$ cat src/rtl/keypad_scan_ctrl.sv
// 4x4 keypad scanner: walks one active-low column per tick, debounces press/release, reports one code per press.
// Latency: 2-cycle row synchronizer plus DEBOUNCE_TICKS ticks from a stable press to key_valid.
// Backpressure: key_valid/key_code hold in REPORT until key_ready; scanning is suspended meanwhile.
module keypad_scan_ctrl #(
    parameter int DEBOUNCE_TICKS = 3
) (
    input  logic       clk,
    input  logic       rst,
    input  logic       tick,
    input  logic [3:0] row_n,
    output logic [3:0] col_n,
    output logic [3:0] key_code,
    output logic       key_valid,
    input  logic       key_ready,
    output logic       busy
);

    localparam logic [3:0] DT = 4'(DEBOUNCE_TICKS);

    typedef enum logic [1:0] {
        SCAN     = 2'd0,
        DEBOUNCE = 2'd1,
        REPORT   = 2'd2,
        RELEASE  = 2'd3
    } state_t;

    state_t     state, state_nxt;
    logic [1:0] col_idx, col_nxt;
    logic [1:0] cap_row, cap_nxt;
    logic [3:0] cnt, cnt_nxt;
    logic [3:0] cnt_inc;
    logic [3:0] rs_meta, rs;

    // Lowest-numbered active row wins when several rows are low together.
    function automatic logic [1:0] low_zero(input logic [3:0] v);
        if (!v[0])      return 2'd0;
        else if (!v[1]) return 2'd1;
        else if (!v[2]) return 2'd2;
        else            return 2'd3;
    endfunction

    always_ff @(posedge clk or posedge rst) begin
        if (rst) begin
            rs_meta <= 4'hF;
            rs      <= 4'hF;
        end else begin
            rs_meta <= row_n;
            rs      <= rs_meta;
        end
    end

    always_ff @(posedge clk or posedge rst) begin
        if (rst) begin
            state   <= SCAN;
            col_idx <= 2'd0;
            cap_row <= 2'd0;
            cnt     <= 4'd0;
        end else begin
            state   <= state_nxt;
            col_idx <= col_nxt;
            cap_row <= cap_nxt;
            cnt     <= cnt_nxt;
        end
    end

    assign cnt_inc = cnt + 4'd1;

    always_comb begin
        state_nxt = state;
        col_nxt   = col_idx;
        cap_nxt   = cap_row;
        cnt_nxt   = cnt;
        case (state)
            SCAN: begin
                if (tick) begin
                    if (rs == 4'hF) begin
                        col_nxt = col_idx + 2'd1;
                    end else begin
                        cap_nxt   = low_zero(rs);
                        cnt_nxt   = 4'd1;
                        state_nxt = (DT == 4'd1) ? REPORT : DEBOUNCE;
                    end
                end
            end
            DEBOUNCE: begin
                if (tick) begin
                    if (!rs[cap_row]) begin
                        cnt_nxt = cnt_inc;
                        if (cnt_inc >= DT) state_nxt = REPORT;
                    end else begin
                        state_nxt = SCAN;
                        cnt_nxt   = 4'd0;
                        col_nxt   = col_idx + 2'd1;
                    end
                end
            end
            REPORT: begin
                if (key_ready) begin
                    state_nxt = RELEASE;
                    cnt_nxt   = 4'd0;
                end
            end
            RELEASE: begin
                // Any low sample restarts the release count so a bouncy release cannot re-trigger.
                if (tick) begin
                    if (rs[cap_row]) begin
                        if (cnt_inc >= DT) begin
                            state_nxt = SCAN;
                            cnt_nxt   = 4'd0;
                            col_nxt   = col_idx + 2'd1;
                        end else begin
                            cnt_nxt = cnt_inc;
                        end
                    end else begin
                        cnt_nxt = 4'd0;
                    end
                end
            end
            default: state_nxt = SCAN;
        endcase
    end

    always_comb begin
        col_n     = ~(4'b0001 << col_idx);
        key_code  = {cap_row, col_idx};
        key_valid = (state == REPORT);
        busy      = (state != SCAN);
    end

endmodule

$ cat config.mk
export PLATFORM = sky130hd
export DESIGN_NAME = keypad_scan_ctrl
export DESIGN_NICKNAME = d
export VERILOG_FILES = /design/src/rtl/keypad_scan_ctrl.sv
export SDC_FILE = /design/constraint.sdc
export NUM_CORES = 1
export LEC_CHECK = 0
export ABC_AREA = 1
export CORE_MARGIN = 2
export CORE_UTILIZATION = 46
export DETAILED_ROUTE_END_ITERATION = 16
export PLACE_DENSITY = 0.76
export SYNTH_ARGS = -nofsm -noshare
export SYNTH_HDL_FRONTEND = slang
export SYNTH_SLANG_ARGS = --single-unit
$ cat constraint.sdc
create_clock -name clk -period 1.4 [get_ports clk]
set_input_delay 0.42 -clock clk [delete_from_list [all_inputs] [get_ports clk]]
set_output_delay 0.42 -clock clk [all_outputs]
set_load 0.01 [all_outputs]
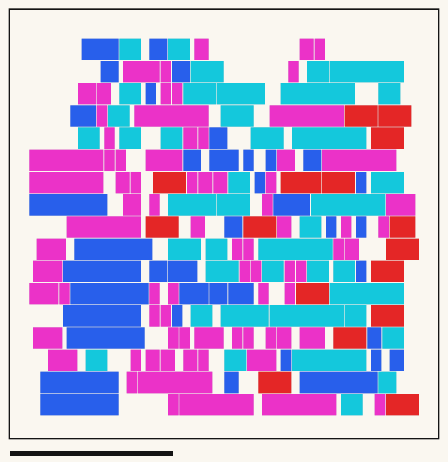
(run_1/sizes.png)
The bar under the picture is 20 um long.
Key: red = _6 and larger [cells 16, share 9.2%, most used buf_6]; magenta = _0 and _1 cells [cells 78, share 45%, most used nand2_1]; blue = _2 cells [cells 39, share 22%, most used inv_2]; cyan = _3 and _4 cells [cells 41, share 24%, most used buf_4]

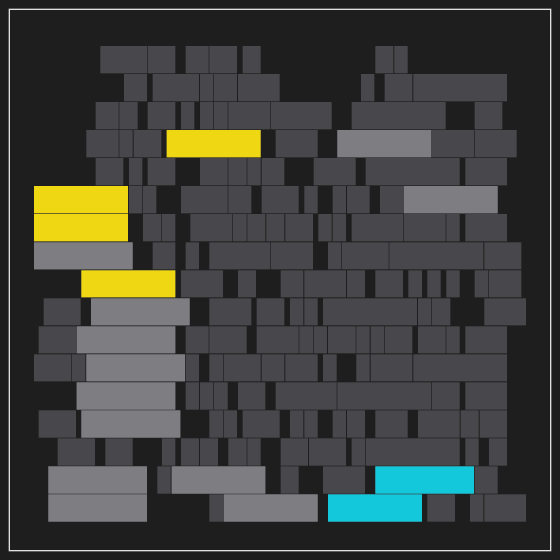
(run_1/flops_by_reg.png)
Key: yellow = cnt [sequential cells 4]; cyan = col_idx [sequential cells 2]
Another 12 sequential cells are not coloured.
Seq power: 0.770 mW
Final Core Density: 77.8%
Flop area: 462 um2
sequential share of cell area: 26.8%

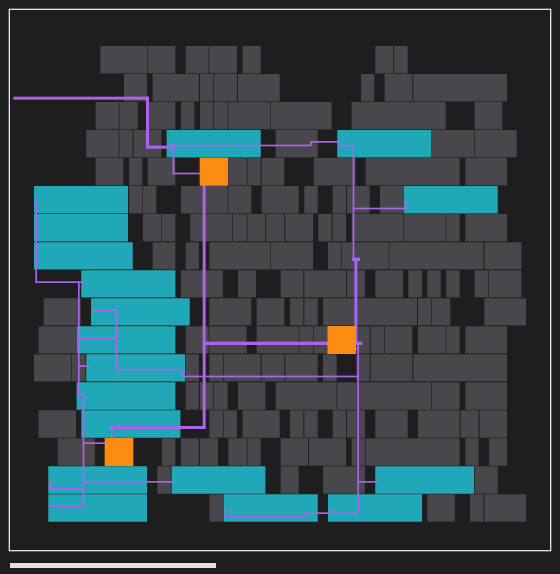
(run_1/clk_routes.png)
The bar under the picture is 20 um long.
Key: purple = clock wires [length 246 um]; cyan = flip-flops [count 18]; orange = clock drivers [count 3]
There are 4 routed clock nets.

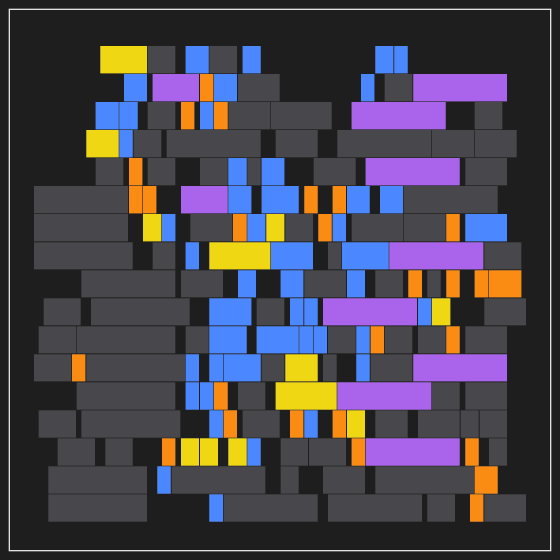
(run_1/logic_types.png)
Key: blue = nand cells [cells 47]; yellow = aoi and oai cells [cells 12]; purple = fa/ha/maj cells [cells 10]; orange = inv cells [cells 27]

run 1: flip-flops by register name, summed over array words and instances, names as in the netlist, named ones only:
signal   flops
cnt          4
rs_meta      4
cap_row      2
state        1
rs           4
col_idx      2
run 1: per-layer routing:
| layer | wire [um] | track usage, % | vias to the layer above |
|---|---|---|---|
| met5 | 0 | 0 | - |
| met4 | 47 | 7.69 | 0 |
| met3 | 118 | 4.29 | 9 |
| met2 | 1450 | 37.1 | 30 |
| met1 | 999 | 21.8 | 482 |
| li1 | - | - | 486 |
run 1: final timing paths:
check,startpoint,slack [ps],end
max,col_idx[0]$_DFFE_PP0P_,-200,col_n[2]
min reg2reg,rs_meta[1]$_DFF_PP1_,360,rs[1]$_DFF_PP1_
min,rs_meta[1]$_DFF_PP1_,360,rs[1]$_DFF_PP1_
max in group asynchronous,rst,700,rs_meta[0]$_DFF_PP1_
max reg2reg,state[0]$_DFFE_PP0P_,-140,col_idx[0]$_DFFE_PP0P_
min in group asynchronous,rst,410,cnt[2]$_DFFE_PP0P_
run 1: cell families (layout without fill, tap and decap cells):
group,after synthesis,in the layout
AOI/OAI and AO/OA,12,12
xor gates and xnor gates,1,1
adders and majority gates,10,10
buffers and inverters,27,74
DFF,18,18
and+or+nand+nor,59,59
run 1: cell usage after synthesis:
cell	count	share of area (%)
nor3_1	1	0.46
nand3_2	3	2.8
nor2_4	3	3.1
nand2_2	6	3.5
xor2_1	1	0.81
nand2_1	26	9.0
o21ai_1	5	2.3
nand4_2	1	1.2
o22ai_1	1	0.58
nand2_4	2	2.1
nor2_1	6	2.1
a21oi_1	1	0.46
nand3_1	7	3.2
ha_1	10	12
dfrtp_1	10	23
o21ai_0	5	2.3
dfstp_2	8	19
nand4_1	2	1.2
nor2_2	1	0.58
inv_2	3	1.0
inv_1	24	8.4
or2_0	1	0.58
run 1: timing repair:
action | 4_1_cts | 5_1_grt
pin swaps | 16 | 5
setup endpoints to repair | 18 | 17
setup buffers | 5 | 5
gates resized | 67 | 31
run 1: worst max-delay path, delay by kind of cell (launching register included):
kind,cells,cell delay [ps]
buffers and inverters,3,250
DFF,1,490
adders and majority gates,1,120
run 1: power groups by stage:
| stage | clock, mW | combinational [mW] | sequential, mW |
|---|---|---|---|
| finish | 0.335 | 2.35 | 0.770 |
| global route | 0.368 | 2.58 | 0.784 |
| CTS | 0.337 | 1.92 | 0.743 |
| detailed placement | 0 | 1.67 | 0.750 |
| global placement | 0 | 1.63 | 0.744 |
| floorplan | 0 | 0.922 | 0.797 |
run 1: layout make-up:
| class | count | area (um2) | area share (%) |
|---|---|---|---|
| multi-input cells | 82 | 692 | 40.2 |
| flip-flops and latches | 18 | 462 | 26.8 |
| repair buffers | 43 | 388 | 22.5 |
| inverters | 27 | 109 | 6.32 |
| clock buffers | 4 | 36.3 | 2.11 |
| well taps | 28 | 35.0 | 2.03 |
==> results_slide.txt, run 1 <==
Implementation Results

Status
  – Outcome: finished with violations
  – Failing checks: negative setup slack

Global routing
  – GRT Residual Overflow: 0
  – Largest net degree at the start of global routing: 19
  – Tot GR Track Use: between 15 and 20%
  – Number of global-route vias before repair: 946
  – First-pass GRT wire length: between 3 and 4 mm
  – Initial antenna violation count: 0

Yosys
  – Adder share: 11.6%
  – Post-Synthesis Cells: 127
  – # Cells Yosys: 127
  – Yosys reg bits: 18
  – Syn Std Cell Area: 0.00108 mm2
  – Synth mux share: 0%
  – Syn_area_per_cell: 8.49 um2
  – Yosys Chip Area: 0.00108 mm2
  – Area fraction in xor and xnor cells: 0.812%
  – Simple-gate share of the synthesized area: 29.8%
  – Top non-seq family: simple AND/OR/NAND/NOR gates
  – Aoi share: 5.68%
  – Synth Seq Share: 42.7%
  – Syn nets: 145
  – Distinct lib cells: 22
  – Synth Warn #: 0

Place
  – Placed cell area: approximately 0.0014 mm2
  – DP HPWL: approximately 1.6 mm
  – Pre-CTS setup slack: -322 ps
  – Gpl congestion: 0.825
  – Placed insts: 188
  – Buffers added on ports: 17

Final timing
  – Period utilization: 115%
  – Final Max Tran Viols: 0
  – Final hold slack: 363 ps
  – Setup TNS: -1820 ps
  – Skew final: approximately 24 ps
  – Unrepaired setup endpoints after global routing: yes
  – PnR worst setup slack: -204 ps
  – Max frequency: 623 MHz
  – Tmin final: around 1600 ps
  – Rel. slew slack: 84.5%
  – Final Hold Fails: 0
  – Worst Max-Slew Pin Slew: 233 ps
  – Setup Viol. Count Final: 14

Power and ir drop
  – Power share of the clock group: 9.7%
  – Cell internal pwr: 1.97 mW
  – Peak VDD IR: 1360 uV
  – Comb power frac: between 60% and 70%
  – Power Density: 2000 mW/mm2
  – Overall power: between 3 and 4 mW
  – Sw frac: 43.0%
  – Net Sw Power: 1.48 mW
  – P_leak: 0.821 nW
  – Part of the power in registers: 22.3%

Worst setup path
  – CP max FO: 4
  – Worst setup SP type: register
  – Crit-path max cell delay: between 400 and 500 ps
  – Endpoint type of the worst setup path: output port
  – Slowest cell on the critical path: dfrtp_2
  – CP required: 980 ps
  – Crit Path Class: reg -> out
  – Critical path data arrival time: between 1000 and 1500 ps
  – Worst R2R Path Depth: 8
  – Worst-path cell chain: inv_4, ha_4, inv_1, buf_2

Floorplan
  – Core box area: 0.00221 mm2
  – I/O pin total: 18
  – # rows: 17
  – Chip width: 52.4 um
  – Core Util at FP: 48.8%
  – Die area: 0.00275 mm2
  – Die Ht: 52.4 um

Layout
  – Dominant logic cell type in the layout: nand2_1
  – Most frequent cells in the layout: nand2_1, buf_4, inv_1, buf_6, inv_2
  – Post-route cell area: 0.00172 mm2
  – Antenna diodes: 0
  – Nets: 193
  – Fillers: 148
  – Area Overhead vs Synth: 59.6%
  – Share of layout cells above drive strength 1: 55.2%
  – Non-filler instance count after layout: 202

Detailed routing
  – DR pass1 iterations: 4
  – Routed length per instance: 12.9 um
  – Post-route ant nets: 0
  – Final wirelength: 2.61 mm
  – Vias: 1007
  – Drt initial violations: 16
  – Residual DRC count: 0
  – DR vias/cell: 4.99

Clock tree
  – CTS tree: built
  – TritonCTS Buffers: 3
  – Root Buffer: clkbuf_4
  – Reg clk slew, reported paths: between 100 and 150 ps
  – H-tree Lvls: 1
  – Worst-Skew Late Latency: 320 ps
  – Post-cts hold buffer count: 0
  – Clock sinks: 18
  – Max clock buf depth: 2

Min path
  – Worst hold path depth: 0
  – Hold Path Class: reg -> reg

Run
  – Tool warnings: 36
  – Max-cap viol count: 0
## Run 2: what changed since run 1
- ABC_AREA: 1 -> default
- PLACE_DENSITY: 0.76 -> 0.77
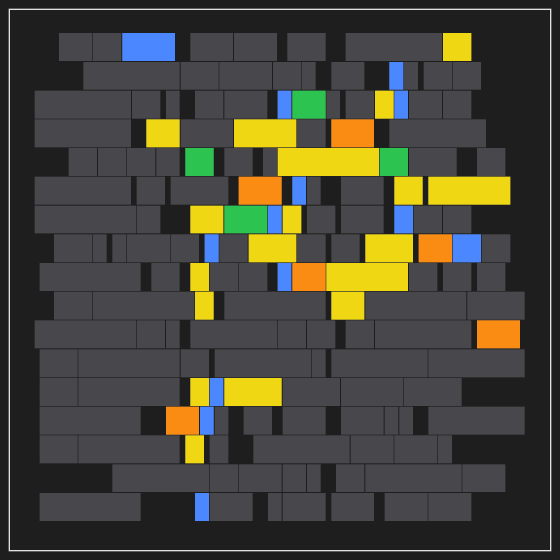
(run_2/logic_types.png)
Comb area share: 38.1%
non-filler instance count after layout: 187
dominant logic cell type in the layout: buf_4

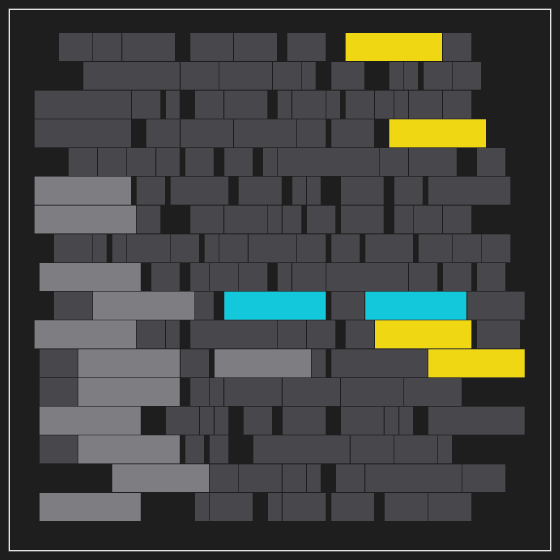
(run_2/flops_by_reg.png)
Key: cyan = col_idx [sequential cells 2]; yellow = cnt [sequential cells 4]

==> run 2 against run 1 <==
The flow still finishes with violations (negative setup slack). Final cell count is 7.4% lower. Clock skew is 20 ps lower. Area after synthesis is 5.3% lower. Clock power is 5% lower. Hold slack worse by 0.95 ps. Final area is 5.6% higher. Critical endpoint is now state[0]$_DFFE_PP0P_. Sequential share of layout area is 1.3 points lower. Fmax is 14% lower. Global-route usage hardly changed. Core utilization is 6.8 points higher. Sequential power is 6.1% higher.
==> results_slide.txt, run 2 <==
Implementation Results

Status
  – Outcome: finished with violations (unchanged)
  – Failing checks: negative setup slack (unchanged)

Yosys
  – Synth Warn #: 0 (unchanged)
  – Flip-flops with a built-in enable: 0 (unchanged)
  – Syn_area_per_cell: 10.6 um2 (was 8.49 um2)
  – Area leader, netlist: dfrtp_1 (unchanged)
  – Post-Synthesis Cells: 96 (was 127)
  – Synth Seq Share: 45.1% (was 42.7%)
  – Syn Std Cell Area: 0.00102 mm2 (was 0.00108 mm2)
  – Syn nets: 114 (was 145)
  – # Cells Yosys: 96 (was 127)
  – Yosys top cell by instances: inv_1 (was nand2_1)
  – Yosys reg bits: 18 (unchanged)
  – Yosys Chip Area: 0.00102 mm2 (was 0.00108 mm2)
  – Main flop type: dfrtp_1 (unchanged)
  – Synth async-reset ratio: 100% (unchanged)
  – Cell area leaders: dfrtp_1, dfstp_2, ha_1, inv_1, nand2_1 (was dfrtp_1, dfstp_2, ha_1, nand2_1, inv_1)
  – Yosys top cell area share: 24.5% (was 23.2%)
  – Distinct lib cells: 38 (was 22)
  – Post-synth top cells: inv_1, dfrtp_1, ha_1, nand2_1, dfstp_2 (was nand2_1, inv_1, dfrtp_1, ha_1, dfstp_2)

Floorplan
  – Chip width: 51.1 um (was 52.4 um)
  – I/O pin total: 18 (unchanged)
  – # rows: 17 (unchanged)
  – Core Util at FP: 47.5% (was 48.8%)
  – Die Ht: 51.1 um (was 52.4 um)
  – Die area: 0.00261 mm2 (was 0.00275 mm2)
  – Core box area: 0.00215 mm2 (was 0.00221 mm2)

Power and ir drop
  – Peak VDD IR: 1450 uV (was 1360 uV)
  – Overall power: 4.21 mW (was 3.45 mW)
  – P_leak: 0.824 nW (was 0.821 nW)
  – Power Density: 2320 mW/mm2 (was 2000 mW/mm2)

Worst setup path
  – Endpoint type of the worst setup path: register (was output port)
  – Buf/Inv on CP: 2 (was 3)
  – CP max FO: 3 (was 4)
  – CP required: 1580 ps (was 980 ps)
  – Crit Path Class: reg -> reg (was reg -> out)
  – Critical path data arrival time: 2050 ps (was 1180 ps)
  – Worst-path cell chain: inv_1, ha_2, or4_4, o31ai_4, buf_4, a21oi_1, o21ai_1, a21oi_2 (was inv_4, ha_4, inv_1, buf_2)
  – Crit-path max cell delay: 430 ps (was 490 ps)
  – Worst setup SP type: register (unchanged)
  – Slowest cell on the critical path: or4_4 (was dfrtp_2)
  – Crit-path leading delay family: AND-OR/OR-AND gates (was flip-flops)

Layout
  – Post-route cell area: 0.00182 mm2 (was 0.00172 mm2)
  – Antenna diodes: 0 (unchanged)
  – Most frequent cells in the layout: buf_4, buf_6, nand2_1, dfstp_2 (was nand2_1, buf_4, inv_1, buf_6, inv_2)
  – Share of layout cells above drive strength 1: 66.0% (was 55.2%)
  – Largest registers: cnt x4, rs x4, rs_meta x4 (unchanged)
  – Area Overhead vs Synth: 78.1% (was 59.6%)
  – Nets: 178 (was 193)
  – Fillers: 107 (was 148)

Clock tree
  – H-tree Lvls: 1 (unchanged)
  – Clock sinks: 18 (unchanged)
  – Reg clk slew, reported paths: 110 ps (was 120 ps)
  – TritonCTS Buffers: 3 (unchanged)
  – Worst-Skew Late Latency: 290 ps (was 320 ps)
  – Post-cts hold buffer count: 0 (unchanged)
  – CTS tree: built (unchanged)
  – Max clock buf depth: 2 (unchanged)
  – Root Buffer: clkbuf_4 (unchanged)

Detailed routing
  – DR pass1 iterations: 6 (was 4)
  – Post-route ant nets: 0 (unchanged)
  – DR vias/cell: 5.02 (was 4.99)
  – Drt initial violations: 32 (was 16)
  – Residual DRC count: 0 (unchanged)
  – Vias: 939 (was 1007)
  – Routed length per instance: 14.8 um (was 12.9 um)

Global routing
  – GR peak layer: met2 (unchanged)
  – Initial antenna violation count: 0 (unchanged)
  – GR Util met3: 1.75% (was 4.29%)
  – Met2 GRT Util: 39.2% (was 37.1%)
  – Number of global-route vias before repair: 904 (was 946)
  – First-pass GRT wire length: 3.91 mm (was 3.97 mm)
  – Largest net degree at the start of global routing: 19 (unchanged)
  – Grt met1 use: 23.1% (was 21.8%)

Final timing
  – Final Max Tran Viols: 0 (unchanged)
  – Period utilization: 133% (was 115%)
  – PnR worst setup slack: -464 ps (was -204 ps)
  – Skew final: 4.57 ps (was 24.4 ps)
  – Final Hold Fails: 0 (unchanged)
  – Rel. slew slack: 84.5% (about the same)
  – Max frequency: 536 MHz (was 623 MHz)
  – Setup Viol. Count Final: 18 (was 14)
  – Worst Max-Slew Pin Slew: 231 ps (was 233 ps)
  – Unrepaired setup endpoints after global routing: yes (unchanged)

Min path
  – Hold Path Class: reg -> reg (unchanged)

Place
  – DP HPWL: 1.72 mm (was 1.59 mm)
  – Placed insts: 170 (was 188)
  – Placed cell area: 0.00152 mm2 (was 0.00141 mm2)
  – Gpl congestion: 0.764 (was 0.825)
  – Buffers added on ports: 17 (unchanged)

Run
  – Tool warnings: 36 (unchanged)
  – Max-cap viol count: 0 (unchanged)
-- run 2: path summary, 6_finish.rpt --
kind | start | end | slack (ps) | depth (start not counted)
worst max-delay path | cnt[0]$_DFFE_PP0P_ | state[0]$_DFFE_PP0P_ | -460 | 8
worst min-delay path | rs_meta[1]$_DFF_PP1_ | rs[1]$_DFF_PP1_ | 360 | 0
worst max register to register | cnt[0]$_DFFE_PP0P_ | state[0]$_DFFE_PP0P_ | -460 | 8
worst min register to register | rs_meta[1]$_DFF_PP1_ | rs[1]$_DFF_PP1_ | 360 | 0
max in group asynchronous | rst | rs_meta[0]$_DFF_PP1_ | 700 | 3
min in group asynchronous | rst | state[0]$_DFFE_PP0P_ | 440 | 3
-- run 2: cell type report --
cell class	count	area [um2]	area share, %
Multi-Input combinational cell	63	692	38.1
Timing Repair Buffer	59	522	28.7
Tap cell	28	35.0	1.93
Inverter	15	68.8	3.79
Clock buffer	4	36.3	2.00
Sequential cell	18	464	25.5
-- run 2: metrics by stage --
step	setup WS (ps)	utilization [%]	setup TNS (ps)	hold slack, ps
finish	-464	84.6	-4870	363
global placement	-541	70.9	-5670	346
global route	-535	84.6	-5810	365
floorplan	-429	-	-2040	345
CTS	-463	79.2	-4600	363
detailed placement	-580	70.9	-6040	347
-- run 2: report_power, final --
group	switching (mW)	internal, mW	total (mW)	leakage [nW]
Clock	0.159	0.158	0.317	0.0210
Sequential	0.142	0.675	0.817	0.208
Combinational	1.33	1.75	3.08	0.595
Total	1.63	2.58	4.21	0.824
-- run 2: metal layers --
layer	vias to the layer above	wire, um
met1	454	1100
met5	-	0
met2	30	1590
met3	0	87
li1	455	-
met4	0	0
-- run 2: timing repair --
item,4_1_cts,5_1_grt
setup endpoints to repair,20,20
gates cloned,0,0
setup buffers,11,4
resized,68,26
pin swaps,14,8
-- run 2: kinds of logic after synthesis --
family	share of synthesized area (%)
AOI/OAI and AO/OA	17.3
xor gates and xnor gates	1.72
and+or+nand+nor	14.8
buffers and inverters	5.51
adders and majority gates	12.3
DFF	45.1
muxes	3.31
Power is estimated from default activity; no workload was simulated.
